File: src/rtl/aesl_deadlock_monitor.sv
// Wait-for-graph deadlock monitor for N dataflow processes: snapshots blocking state, then searches for a cycle.
// Optional global-stall timeout enabled by defining AESL_DL_STALL_TIMEOUT_EN.
module aesl_deadlock_monitor #(
    parameter int N           = 3,
    parameter int THRESH      = 16,
    parameter int STALL_LIMIT = 1024,
    parameter int OW          = (N > 1) ? $clog2(N) : 1
) (
    input  logic            dl_clock,
    input  logic            dl_reset,
    input  logic            all_finish,
    input  logic [N-1:0]    proc_blk,
    input  logic [N*N-1:0]  proc_dep,
    output logic            dl_detect,
    output logic [OW-1:0]   dl_origin,
    output logic [N-1:0]    dl_mask,
    output logic            dl_busy,
    output logic            dl_stall
);

    typedef enum logic [1:0] {S_IDLE, S_ARM, S_SEARCH, S_REPORT} state_t;
    typedef enum logic {PH_LOAD, PH_PROP} phase_t;

    localparam int              CW         = $clog2(THRESH + 1);
    localparam logic [CW-1:0]   CNT_THRESH = CW'(THRESH);
    localparam logic [OW-1:0]   LAST       = OW'(N - 1);

    state_t          state_q, state_d;
    phase_t          phase_q, phase_d;
    logic [CW-1:0]   cnt_q, cnt_d;
    logic [N-1:0]    blk_s_q, blk_s_d;
    logic [N*N-1:0]  dep_s_q, dep_s_d;
    logic [OW-1:0]   o_q, o_d;
    logic [OW-1:0]   step_q, step_d;
    logic [N-1:0]    reach_q, reach_d;
    logic            detect_q, detect_d;
    logic [OW-1:0]   origin_q, origin_d;
    logic [N-1:0]    mask_q, mask_d;

    logic            stable;
    logic            skip;
    logic [N-1:0]    reach_or;
    logic [N-1:0]    reach_next;

    // One propagation step: add every blocked process that a current member waits on.
    always_comb begin
        reach_or = reach_q;
        for (int j = 0; j < N; j++) begin
            if (reach_q[j]) begin
                reach_or = reach_or | dep_s_q[j*N +: N];
            end
        end
        reach_next = reach_or & blk_s_q;
    end

    // NOTE: every signal assigned here gets a default first, so no path leaves one unassigned (no latches).
    always_comb begin
        state_d  = state_q;
        phase_d  = phase_q;
        cnt_d    = cnt_q;
        blk_s_d  = blk_s_q;
        dep_s_d  = dep_s_q;
        o_d      = o_q;
        step_d   = step_q;
        reach_d  = reach_q;
        detect_d = detect_q;
        origin_d = origin_q;
        mask_d   = mask_q;
        skip     = 1'b0;
        stable   = (proc_blk == blk_s_q) && (proc_dep == dep_s_q);

        case (state_q)
            S_IDLE: begin
                if (!all_finish && (proc_blk != '0)) begin
                    state_d = S_ARM;
                    cnt_d   = CW'(1);
                    blk_s_d = proc_blk;
                    dep_s_d = proc_dep;
                end
            end
            S_ARM: begin
                if (all_finish || !stable) begin
                    state_d = S_IDLE;
                    cnt_d   = '0;
                end else if (cnt_q == CNT_THRESH) begin
                    state_d = S_SEARCH;
                    o_d     = '0;
                    phase_d = PH_LOAD;
                end else begin
                    cnt_d = cnt_q + CW'(1);
                end
            end
            S_SEARCH: begin
                // Abort outranks every search transition evaluated below.
                if (all_finish || !stable) begin
                    state_d = S_IDLE;
                    cnt_d   = '0;
                end else begin
                    if (phase_q == PH_LOAD) begin
                        if (!blk_s_q[o_q]) begin
                            skip = 1'b1;
                        end else begin
                            reach_d = dep_s_q[o_q*N +: N] & blk_s_q;
                            step_d  = '0;
                            phase_d = PH_PROP;
                        end
                    end else begin
                        if (reach_q[o_q]) begin
                            state_d  = S_REPORT;
                            detect_d = 1'b1;
                            origin_d = o_q;
                            mask_d   = reach_q;
                        end else if ((reach_next == reach_q) || (step_q == LAST)) begin
                            skip = 1'b1;
                        end else begin
                            reach_d = reach_next;
                            step_d  = step_q + OW'(1);
                        end
                    end

                    if (skip) begin
                        if (o_q == LAST) begin
                            state_d = S_IDLE;
                            cnt_d   = '0;
                        end else begin
                            o_d     = o_q + OW'(1);
                            phase_d = PH_LOAD;
                        end
                    end
                end
            end
            default: ;  // S_REPORT holds everything until reset.
        endcase
    end

    // NOTE: state registers use non-blocking assignments so all flops update together on the edge.
    always_ff @(posedge dl_clock or negedge dl_reset) begin
        if (!dl_reset) begin
            state_q  <= S_IDLE;
            phase_q  <= PH_LOAD;
            cnt_q    <= '0;
            blk_s_q  <= '0;
            dep_s_q  <= '0;
            o_q      <= '0;
            step_q   <= '0;
            reach_q  <= '0;
            detect_q <= 1'b0;
            origin_q <= '0;
            mask_q   <= '0;
        end else begin
            state_q  <= state_d;
            phase_q  <= phase_d;
            cnt_q    <= cnt_d;
            blk_s_q  <= blk_s_d;
            dep_s_q  <= dep_s_d;
            o_q      <= o_d;
            step_q   <= step_d;
            reach_q  <= reach_d;
            detect_q <= detect_d;
            origin_q <= origin_d;
            mask_q   <= mask_d;
        end
    end

    assign dl_detect = detect_q;
    assign dl_origin = origin_q;
    assign dl_mask   = mask_q;
    assign dl_busy   = (state_q == S_ARM) || (state_q == S_SEARCH);

`ifdef AESL_DL_STALL_TIMEOUT_EN
    localparam int             SCW       = $clog2(STALL_LIMIT + 1);
    localparam logic [SCW-1:0] STALL_MAX = SCW'(STALL_LIMIT);

    logic [SCW-1:0] stall_cnt_q, stall_cnt_d;
    logic           stall_q, stall_d;

    // Saturating all-blocked counter, independent of the search FSM.
    always_comb begin
        stall_cnt_d = '0;
        if (!all_finish && (&proc_blk)) begin
            stall_cnt_d = (stall_cnt_q == STALL_MAX) ? stall_cnt_q : stall_cnt_q + SCW'(1);
        end
        stall_d = stall_q | (stall_cnt_d == STALL_MAX);
    end

    always_ff @(posedge dl_clock or negedge dl_reset) begin
        if (!dl_reset) begin
            stall_cnt_q <= '0;
            stall_q     <= 1'b0;
        end else begin
            stall_cnt_q <= stall_cnt_d;
            stall_q     <= stall_d;
        end
    end

    assign dl_stall = stall_q;
`else
    // Timeout absent: the constant-false term only keeps STALL_LIMIT referenced.
    assign dl_stall = 1'b0 & (STALL_LIMIT == 0);
`endif

endmodule
File: config.mk
export PLATFORM = sky130hd
export DESIGN_NAME = aesl_deadlock_monitor
export DESIGN_NICKNAME = d
export VERILOG_FILES = /design/src/rtl/aesl_deadlock_monitor.sv
export SDC_FILE = /design/constraint.sdc
export NUM_CORES = 1
export LEC_CHECK = 0
export ABC_AREA = 1
export ABC_CLOCK_PERIOD_IN_PS = 3700
export CORE_MARGIN = 2
export CORE_UTILIZATION = 40
export CTS_BUF_LIST = sky130_fd_sc_hd__clkbuf_8
export DETAILED_ROUTE_END_ITERATION = 16
export HOLD_SLACK_MARGIN = 0.03
export PLACE_DENSITY = 0.56
export RECOVER_POWER = 25
export SYNTH_ARGS = -nofsm -noshare
export SYNTH_HDL_FRONTEND = slang
export SYNTH_SLANG_ARGS = --single-unit
File: constraint.sdc
create_clock -name dl_clock -period 3.7 [get_ports dl_clock]
set_input_delay 0.37 -clock dl_clock [delete_from_list [all_inputs] [get_ports dl_clock]]
set_output_delay 0.37 -clock dl_clock [all_outputs]
set_load 0.005 [all_outputs]
==> results.yml, run 1 <==
# synthesis and place-and-route metrics
placed_design:
  place_inst: 399
  dp_hpwl_mm: 3.56
  placed_area_um2: 2450
  dp_worst_setup_slack_ns: 1.55
  gp_congestion: 0.819
  port_buffers: 21
critical_path:
  reg2reg_slack_ns: 1.94
  cp.required_ns: 3.73
  rr_startpoint: "o_q[0]$_DFFE_PN0P_"
  crit_start: "dl_reset"
  path_cells: "dlygate4sd3_1, clkbuf_1"
  critical_path_arrival_ns: 2.25
  critPathMaxStageDelay_ns: 1.35
  slowest_stage: "clkbuf_1"
  reg2reg_to: "cnt_q[0]$_DFFE_PN0P_"
  cp_top_family: "buffers and inverters"
  crit_end: "cnt_q[0]$_DFFE_PN0P_"
  crit_buf_inv: 2
  critPathMaxFanout: 33
  cp-start-kind: "primary input"
  cp_num_cells: 2
  path_class: "primary input to async pin"
  crit_path_end_kind: "async pin"
cells_and_area:
  areaGrowthSynthToFinish_pct: 16.1
  inverters: 50
  clock_area_share_pct: 3.41
  drive_gt1_share_pct: 8.31
  combGateArea_um2: 1120
  design_area_um2: 2530
  logic_gates: 224
  largest_register: "dep_s_q"
  nFillCells: 514
  buffer_area_share_pct: 8.45
  largestRegisters: "dep_s_q x9, cnt_q x5"
  lay_top_count: "nand2_1"
  sh_seq_area_pct: 32.6
  largest_class: "combinational gates"
  final_nets: 359
  nClkBuffers: 5
  largest_reg_flops: 9
  fin_cells: 407
  n_all_buffers: 22
  antenna_cells: 0
  utilization_pct: 48.9
  comb_share_pct: 44.4
  regArea_um2: 826
  final_cell_mix: "nand2_1, inv_1, dfrtp_1, nor2_1, o21ai_0"
flow_run:
  warnings: 30
  maxCapViolCount: 1
synth:
  logic_family: "simple AND/OR/NAND/NOR gates"
  synth_area_um2: 2180
  synthXorXnorAreaFrac_pct: 1.20
  area_leaders: "dfrtp_1, nand2_1, inv_1"
  ys_sh_adder_pct: 4.59
  synthTopCellsByCount: "nand2_1, inv_1, dfrtp_1"
  synth.area.mux_share_pct: 0
  edf_count: 0
  async_reset_ff_share_pct: 100
  ys_cells: 312
  synth_nets: 335
  simple_gate_area_share_pct: 33.9
  yosysTopAreaCell: "dfrtp_1"
  yosysTopAreaCellShare_pct: 37.9
  yosysChipArea_um2: 2180
  synth-compound-area-share_pct: 11.7
  ys_types: 32
  ys.flops: 33
  yosysSeqAreaShare_pct: 37.9
  top_cell: "nand2_1"
  syn_area_per_cell_um2: 6.99
  netlist_instances: 312
  synthFlopType: "dfrtp_1"
cts:
  clockRootBuffer: "clkbuf_8"
  postCtsHoldBufs: 0
  ctsHtreeMaxLevel: 2
  clk_pin_slew_ns: 0.07
  postCtsSetupBuffers: 0
  cts_tree: "yes"
  clockBufferDepth: 2
  ctsResizeCount: 0
pwr:
  combPwrFrac_pct: 37.6
  seq_power_share_pct: 41.8
  pg_comb_mw: 0.486
  maxPowerGroup: "registers"
  p_leak_nw: 1.33
  swShare_pct: 41.4
  pwr-share-clk_pct: 20.7
  p_int_mw: 0.759
  switching_power_mw: 0.535
  pg_clk_mw: 0.268
  finalPower_mw: 1.29
  p_seq_mw: 0.540
  power_density_nw_per_um2: 511
final_timing:
  setup-tns-final_ns: 0
  hold_slack_ns: 0.465
  maxSlewViolCount: 34
  min_period_ns: 2.23
  fmax_mhz: 449
  rsz0062_at_grt: "no"
  max_slew_margin_pct: -25.6
  post-route-period-util_pct: 60.2
  skew_ns: 0.00995
  finalHoldViolCount: 0
  setup_viol: 0
  setup_ws_ns: 1.47
  tightest_slew_ns: 1.88
grt:
  grt_pass1_vias: 1826
  grt_use_met3_pct: 3.14
  busiest_layer: "met2"
  grtUsageMet2_pct: 27.5
  grt_usage_pct: 18.0
  grtUsageMet1_pct: 25.2
  grt_start_max_net_pins: 34
  grt_pass1_wl_mm: 8.61
  overflow: 0
  antenna_found_initial: 0
floorplanning:
  fp_util_pct: 42.2
  rows: 26
  die-area_um2: 6060
  num_io_pins: 23
  tap_cells: 70
routing:
  firstDrtPassIters: 4
  ant_nets: 0
  via_per_inst: 4.64
  met1_length_mm: 2.46
  drc: 0
  wl_met2_mm: 1.99
  wl_met3_um: 141
  routed.top_layer: "met4"
  drtIter0Drc: 73
min_path:
  hold_class: "flop to flop"
  hold_depth: 2
  hp-start: "dl_detect$_DFFE_PN0P_"
  whs_endpoint: "dl_detect$_DFFE_PN0P_"
outcome:
  violations: "capacitance limit, slew limit"
  status: "complete, but fails checks"
### PDN straps and rails, run 1

(4 px per um) Pins as bars on the die edge.
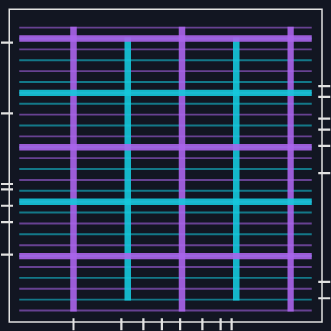
| net | color |
|---|---|
| VDD | cyan |
| VSS | purple |
met1 rails: 27
rows: 26
met4 straps: 5
Die Height: 77.8 um
Peak VDD IR: 0.298 mV
die width: 77.8 um
core area: 5170 um^2

### Wiring by layer, run 1

(6 px per um)
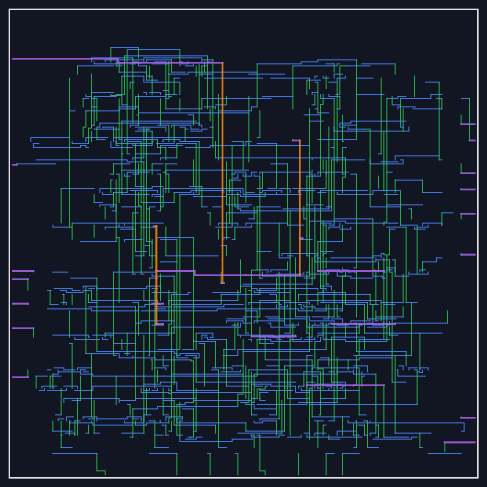
| layer | color | wire length |
|---|---|---|
| M1 | blue | 2,460 um |
| M4 | orange | 75.5 um |
| M3 | purple | 141 um |
| M2 | green | 1,990 um |
drt total wl: 4.67 mm
vias: 1,887
wire per inst: 11.5 um

### Clock routing, run 1

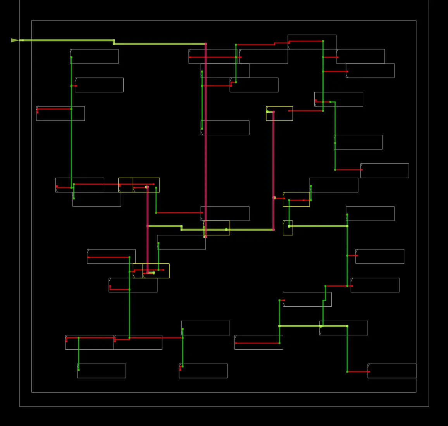
Num CTS Buffers: 5
worst skew pair latency: 0.29 ns
Sink Count: 33

### Routed clock nets over the placement, run 1

(4 px per um)
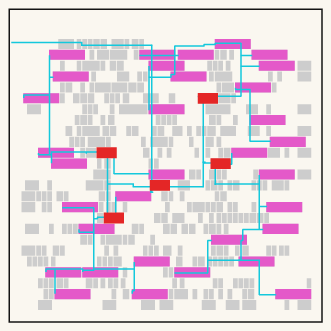

## Run 2: what changed since run 1
ABC_CLOCK_PERIOD_IN_PS = 2300   (was 3700)
clock period = 2.3 ns   (was 3.7 ns; I/O delays follow)
### Routed clock nets over the placement, run 2

(4 px per um)
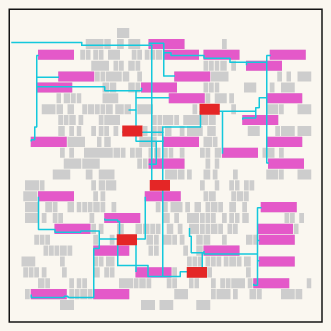
[clock-net drivers] red | count: 5
[clock wires] cyan | length: 507 um
[flip-flops] magenta | count: 33
routed clock nets: 6
skew final: 0.00830 ns
clock group total power: 0.436 mW
Clk pwr share: 20.9%

### Clock routing, run 2

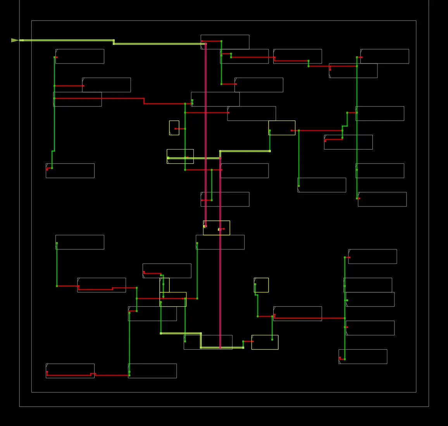
CLK BUF: 5
flop count: 33

### Selected gate families, run 2

(4 px per um)
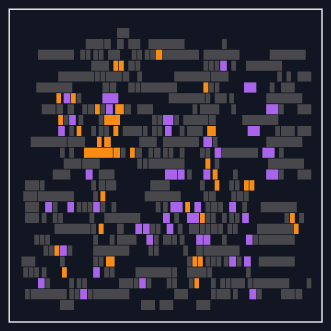
| family | color | cells | most used |
|---|---|---|---|
| nor cells | orange | 35 | nor2_1 |
| aoi and oai cells | purple | 43 | o21ai_0 |
fin cells: 408
combinational share of cell area: 44.3%
most used logic cell in the final layout: nand2_1

==> run 2 against run 1 <==
The flow now finishes without violations. Via count is 1.2% higher. Sequential share of layout area is 0.11 points lower. Worst hold slack better by 0.0031 ns. Combinational power is 62% higher. Synthesized area stayed put. Design area rose by 0.35%. Synthesized cell count unchanged. Core utilization up 0.17 points. Clock power up 63%. Count of clock-buffer cells in the layout is the same. Cell count grew 0.25%. Register-to-register slack lost 1.5 ns.
==> results.yml, run 2 <==
# synthesis and place-and-route metrics
routing:
  wirelength_mm: 4.67
  detail_route.wl_per_cell_um: 11.4
  wl_met3_um: 204
  drtIter0Drc: 146
  drc: 0
  ant_nets: 0
  met1_length_mm: 2.42
  routed.top_layer: "met4"
final_timing:
  rsz0062_at_grt: "no"
  setup_viol: 0
  setup-tns-final_ns: 0
  setup_ws_ns: 0.419
  post-route-period-util_pct: 81.8
  finalHoldViolCount: 0
  tightest_slew_ns: 0.850
synth:
  syn_area_per_cell_um2: 6.99
  yosysChipArea_um2: 2180
  ys.flops: 33
  synthFlopType: "dfrtp_1"
  top_cell: "nand2_1"
  synth.area.mux_share_pct: 0
  ys_types: 32
  simple_gate_area_share_pct: 33.9
  async_reset_ff_share_pct: 100
  ys_sh_adder_pct: 4.59
  netlist_instances: 312
  ys_cells: 312
  yosysTopAreaCell: "dfrtp_1"
  area_leaders: "dfrtp_1, nand2_1, inv_1"
  logic_family: "simple AND/OR/NAND/NOR gates"
cts:
  postCtsHoldBufs: 0
  clock_latency_ns: 0.29
  cts_sinks: 33
  cts_inserted_buffers: 5
  ctsHtreeMaxLevel: 2
  postCtsSetupBuffers: 0
  clockBufferDepth: 2
  ctsResizeCount: 0
cells_and_area:
  final_cell_mix: "nand2_1, inv_1, dfrtp_1, nor2_1, o21ai_0"
  clock_area_share_pct: 3.40
  largest_reg_flops: 9
  design_area_um2: 2540
  sh_seq_area_pct: 32.5
  logic_gates: 224
  inverters: 50
  combGateArea_um2: 1120
  largest_register: "dep_s_q"
  largest_class: "combinational gates"
  drive_gt1_share_pct: 8.88
  areaGrowthSynthToFinish_pct: 16.5
  regArea_um2: 826
  final_nets: 360
  buffer_area_share_pct: 8.77
  nFillCells: 534
placed_design:
  placed_area_um2: 2460
  place_inst: 400
  gp_congestion: 0.851
  dp_worst_setup_slack_ns: 0.300
grt:
  grt_start_max_net_pins: 34
  busiest_layer: "met2"
  grt_use_met3_pct: 3.49
  antenna_found_initial: 0
  grt_pass1_vias: 1817
  grt_usage_pct: 17.3
  grtUsageMet1_pct: 23.8
  grtUsageMet2_pct: 26.7
critical_path:
  rr_startpoint: "cnt_q[0]$_DFFE_PN0P_"
  reg2reg_slack_ns: 0.46
  reg2reg_to: "o_q[1]$_DFFE_PN0P_"
  crit_path_end_kind: "primary output"
  cp_top_family: "buffers and inverters"
  slowest_stage: "clkdlybuf4s50_1"
  crit_start: "state_q[1]$_DFFE_PN0P_"
  critPathMaxFanout: 4
  cp_num_cells: 3
  critical_path_arrival_ns: 1.65
  path_cells: "inv_1, ha_1, clkdlybuf4s50_1"
pwr:
  maxPowerGroup: "registers"
  p_seq_mw: 0.868
  switching_power_mw: 0.864
  power_density_nw_per_um2: 823
  peakVddDrop_mv: 0.351
  pg_comb_mw: 0.787
floorplanning:
  rows: 26
  tap_cells: 70
  dieHeight_um: 77.8
  num_io_pins: 23
  die-area_um2: 6060
min_path:
  whs_endpoint: "dl_detect$_DFFE_PN0P_"
  hold_depth: 2
  hold_class: "flop to flop"
outcome:
  status: "complete, no violations"
flow_run:
  maxCapViolCount: 0
Power is estimated from default activity; no workload was simulated.
